==> images/final_clocks.png <==
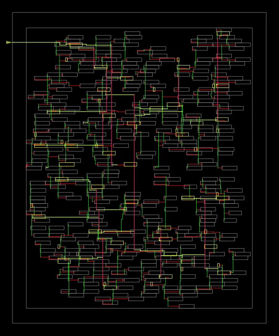
==> images/cell_classes.png <==
Scale: 2 px per um.
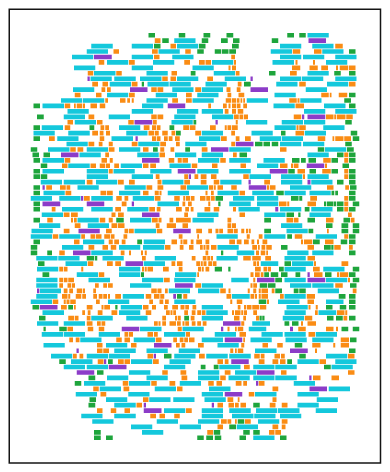
--- src/rtl/utlb.sv ---
`default_nettype none
// ============================================================================
//  Module   : utlb
//  Purpose  : Fully associative micro-TLB between a pipeline stage and the
//             joint TLB. It holds ENTRIES 4 KiB translations, each tagged with
//             an ASID and a global bit. Lookup is purely combinational. Misses
//             are refilled from the JTLB through a two-phase (phi2/phi1/phi2)
//             fill pipeline. Victims are the lowest invalid slot, otherwise a
//             round-robin pointer. Supports flush-all and flush-by-ASID.
//  Ports    :
//    clk, rst          clock; asynchronous active-high reset
//    phi1, phi2        mutually exclusive phase enables qualifying clk edges
//    va, asid, req     lookup address / ASID; req = lookup consumed this phase
//    pa, miss, cache   lookup result (pa/cache are zero on a miss)
//    fill, busy        refill request / refill in flight
//    flush, flushasid  invalidate all / invalidate non-global entries of asid
//    jtlbpa, jtlbcache, jtlbglobal       JTLB translation result
//    jtlbmiss, jtlbade, jtlbinval        JTLB faults (any one aborts refill)
//  Revision : 1.0  initial release
// ============================================================================
module utlb #(
  parameter int ENTRIES = 4,
  parameter int ASIDW   = 8
) (
  input  logic             clk,
  input  logic             rst,
  input  logic             phi1,
  input  logic             phi2,
  input  logic [63:0]      va,
  input  logic [ASIDW-1:0] asid,
  input  logic             req,
  output logic [31:0]      pa,
  output logic             miss,
  output logic             cache,
  input  logic             fill,
  output logic             busy,
  input  logic             flush,
  input  logic             flushasid,
  input  logic [31:0]      jtlbpa,
  input  logic             jtlbcache,
  input  logic             jtlbglobal,
  input  logic             jtlbmiss,
  input  logic             jtlbade,
  input  logic             jtlbinval
);

  localparam int IDXW = (ENTRIES > 1) ? $clog2(ENTRIES) : 1;
  localparam logic [IDXW-1:0] C_LAST = IDXW'(ENTRIES - 1);

  // --------------------------------------------------------------------------
  // Entry storage. Only the valid bits need reset; the payload is qualified
  // by valid everywhere it is used.
  // --------------------------------------------------------------------------
  logic [ENTRIES-1:0] r_valid;
  logic [51:0]        r_tag    [ENTRIES];
  logic [ASIDW-1:0]   r_easid  [ENTRIES];
  logic               r_glob   [ENTRIES];
  logic [19:0]        r_ppn    [ENTRIES];
  logic               r_cached [ENTRIES];

  logic [IDXW-1:0]    r_rr;
  logic               r_f0;
  logic               r_f1;

  logic [ENTRIES-1:0] w_hit;
  logic [ENTRIES-1:0] w_asid_kill;
  logic               w_hit_any;
  logic [IDXW-1:0]    w_hit_idx;
  logic               w_inv_any;
  logic [IDXW-1:0]    w_inv_idx;
  logic [IDXW-1:0]    w_victim;
  logic [IDXW-1:0]    w_rr_next;
  logic               w_cancel;
  logic               w_fault;
  logic               w_write;
  logic               w_req_adv;
  logic               w_rr_adv;

  // --------------------------------------------------------------------------
  // Per-entry match and flush-by-ASID select
  // --------------------------------------------------------------------------
  always_comb begin
    w_hit       = '0;
    w_asid_kill = '0;
    for (int i = 0; i < ENTRIES; i++) begin
      w_hit[i]       = r_valid[i] && (va[63:12] == r_tag[i]) &&
                       (r_glob[i] || (r_easid[i] == asid));
      w_asid_kill[i] = !r_glob[i] && (r_easid[i] == asid);
    end
  end

  // Lowest-index hit wins; multiple hits are a software error, this merely
  // keeps the output deterministic.
  always_comb begin
    w_hit_idx = '0;
    for (int i = ENTRIES - 1; i >= 0; i--) begin
      if (w_hit[i]) w_hit_idx = IDXW'(i);
    end
  end

  assign w_hit_any = |w_hit;

  // Lowest-index invalid slot, used as victim in preference to rr.
  always_comb begin
    w_inv_idx = '0;
    for (int i = ENTRIES - 1; i >= 0; i--) begin
      if (!r_valid[i]) w_inv_idx = IDXW'(i);
    end
  end

  assign w_inv_any = ~&r_valid;
  assign w_victim  = w_inv_any ? w_inv_idx : r_rr;
  assign w_rr_next = (r_rr == C_LAST) ? '0 : r_rr + IDXW'(1);

  // --------------------------------------------------------------------------
  // Phase-2 action priority: flush > flushasid > refill write > req update.
  // Any pending refill (r_f0) owns this phi2, even when a fault discards it,
  // so a req hit in that phase never moves rr.
  // --------------------------------------------------------------------------
  assign w_cancel  = flush | flushasid;
  assign w_fault   = jtlbmiss | jtlbade | jtlbinval;
  assign w_write   = phi2 & r_f0 & ~w_cancel & ~w_fault;
  assign w_req_adv = phi2 & ~w_cancel & ~r_f0 & req & w_hit_any &
                     (w_hit_idx == r_rr);
  assign w_rr_adv  = (w_write & (w_victim == r_rr)) | w_req_adv;

  always_ff @(posedge clk or posedge rst) begin
    if (rst) begin
      r_valid <= '0;
      r_rr    <= '0;
      r_f0    <= 1'b0;
      r_f1    <= 1'b0;
    end else begin
      if (phi2) r_f0 <= fill & ~w_cancel;
      if (phi1) r_f1 <= r_f0;
      if (w_rr_adv) r_rr <= w_rr_next;
      if (phi2 && flush) begin
        r_valid <= '0;
      end else if (phi2 && flushasid) begin
        r_valid <= r_valid & ~w_asid_kill;
      end else if (w_write) begin
        r_valid[w_victim] <= 1'b1;
      end
    end
  end

  always_ff @(posedge clk) begin
    if (w_write) begin
      r_tag[w_victim]    <= va[63:12];
      r_easid[w_victim]  <= asid;
      r_glob[w_victim]   <= jtlbglobal;
      r_ppn[w_victim]    <= jtlbpa[31:12];
      r_cached[w_victim] <= jtlbcache;
    end
  end

  // --------------------------------------------------------------------------
  // Outputs
  // --------------------------------------------------------------------------
  assign miss  = ~w_hit_any;
  assign pa    = w_hit_any ? {r_ppn[w_hit_idx], va[11:0]} : 32'h0;
  assign cache = w_hit_any & r_cached[w_hit_idx];
  assign busy  = r_f0 | r_f1;

endmodule
`default_nettype wire

--- config.mk ---
export PLATFORM = sky130hd
export DESIGN_NAME = utlb
export DESIGN_NICKNAME = d
export VERILOG_FILES = /design/src/rtl/utlb.sv
export SDC_FILE = /design/constraint.sdc
export NUM_CORES = 1
export LEC_CHECK = 0
export CAP_MARGIN = 20
export CORE_ASPECT_RATIO = 1.25
export CORE_MARGIN = 10
export CORE_UTILIZATION = 44
export DETAILED_ROUTE_END_ITERATION = 8
export GPL_TIMING_DRIVEN = 0
export SLEW_MARGIN = 15
export SYNTH_ARGS = -nofsm -noshare
export SYNTH_HDL_FRONTEND = slang
export SYNTH_SLANG_ARGS = --single-unit
export TNS_END_PERCENT = 20
--- constraint.sdc ---
create_clock -name clk -period 19.8 [get_ports clk]
set_clock_uncertainty 0.15 [all_clocks]
set_input_delay 1.98 -clock clk [delete_from_list [all_inputs] [get_ports clk]]
set_output_delay 1.98 -clock clk [all_outputs]
set_load 0.02 [all_outputs]
==> metrics.csv <==
metric;value;unit
gr busiest metal;met2;
Root Driver;clkbuf_16;
maximum clock path buffer count;3;
die area;41800;um^2
GR Layer Usage met1;0.234;
sequential logic power;782;uW
Worst slew margin;0.436;
invs w/o clock;26;
clock transition at the registers of the reported paths;60;ps
Top class by area;flip-flops and latches;
clock power share;0.413;
routing usage on met2;0.323;
Seq/total area;0.549;
vias in the first global route;9243;
fmax;112;MHz
combinational power share;0.062;
endpoints failing setup;0;
sw frac;0.213;
fin area;18300;um^2
count of library flops with an enable pin;328;
initial antenna violation count;0;
max capacitance violation total;0;
Routed WL per cell;23.9;um
chip width;185;um
outcome;finished, final reports clean;
Ys Warns;0;
Notes on final_clocks.png above:
Clock group: 615 uW
Worst-Skew Late Latency: 520 ps
clk_buf instances: 48

Notes on cell_classes.png above:
Cyan is flip-flops, cells 336, share of their area 57%. Green is other buffers and delay cells, cells 201, share of their area 10%. Orange is all other logic, cells 652, share of their area 27%. Purple is clock drivers and dummy loads, cells 62, share of their area 5.9%.

## critical path, stage by stage
cell             delay, ps
clkdlybuf4s50_1        580
clkbuf_1               440
xor2_1                 170
nor4_1                 340
nand4_1                270
or4_1                  650
clkbuf_1               190
nand3_1                340
buf_2                  360
buf_2                  390
mux2i_1                140
a211oi_2               280
clkdlybuf4s50_1        660
## per-stage QoR
step                instances   util
floorplan                1010      -
global placement         1572  0.502
detailed placement       1612  0.514
CTS                      1674  0.545
global route             1674  0.545
finish                   1674  0.545
## state kept, by name, indices dropped and copies added (netlist names)
signal and cells:
r_ppn 80, r_tag 208, r_f0 1, r_rr 2, r_cached 4, r_easid 32, r_glob 4, r_f1 1
r_valid 4
## cells in the final DEF, fill, tap and decap left out, drive strengths merged, types with 23 or more instances in the layout
cell type	synthesis	routed
nor4	69	69
xnor2	42	42
mux2	23	23
edfxtp	328	328
nand2	26	26
buf	9	49
nor2	36	36
clkdlybuf4s50	0	139
nand4	33	33
xor2	168	168
inv	26	26
clkbuf	13	61
nand2b	47	47
## cells by family (layout without fill, tap and decap cells)
logic type | Yosys count | count (layout) | share of synthesized area
flip-flops | 336 | 336 | 0.672
multiplexers | 44 | 44 | 0.0314
XOR/XNOR | 210 | 210 | 0.123
AND-OR/OR-AND | 75 | 75 | 0.0431
adder cells (fa/ha/maj) | 1 | 1 | 0.000836
AND/OR/NAND/NOR | 296 | 296 | 0.116
buffers and inverters | 48 | 289 | 0.0140
## worst max path at each step
stage / start / end / slack, ps / depth (start not counted)
2_1_floorplan: phi2 / r_cached[2] / 10880 / 4
3_5_place_dp: va[13] / pa[13] / 10840 / 13
5_1_grt: va[13] / pa[13] / 10590 / 13
3_3_place_gp: phi2 / r_tag[0][44] / 5900 / 5
6_report: va[13] / pa[12] / 10870 / 13
4_1_cts: va[13] / pa[13] / 10830 / 13
Power and IR drop assume default switching activity.
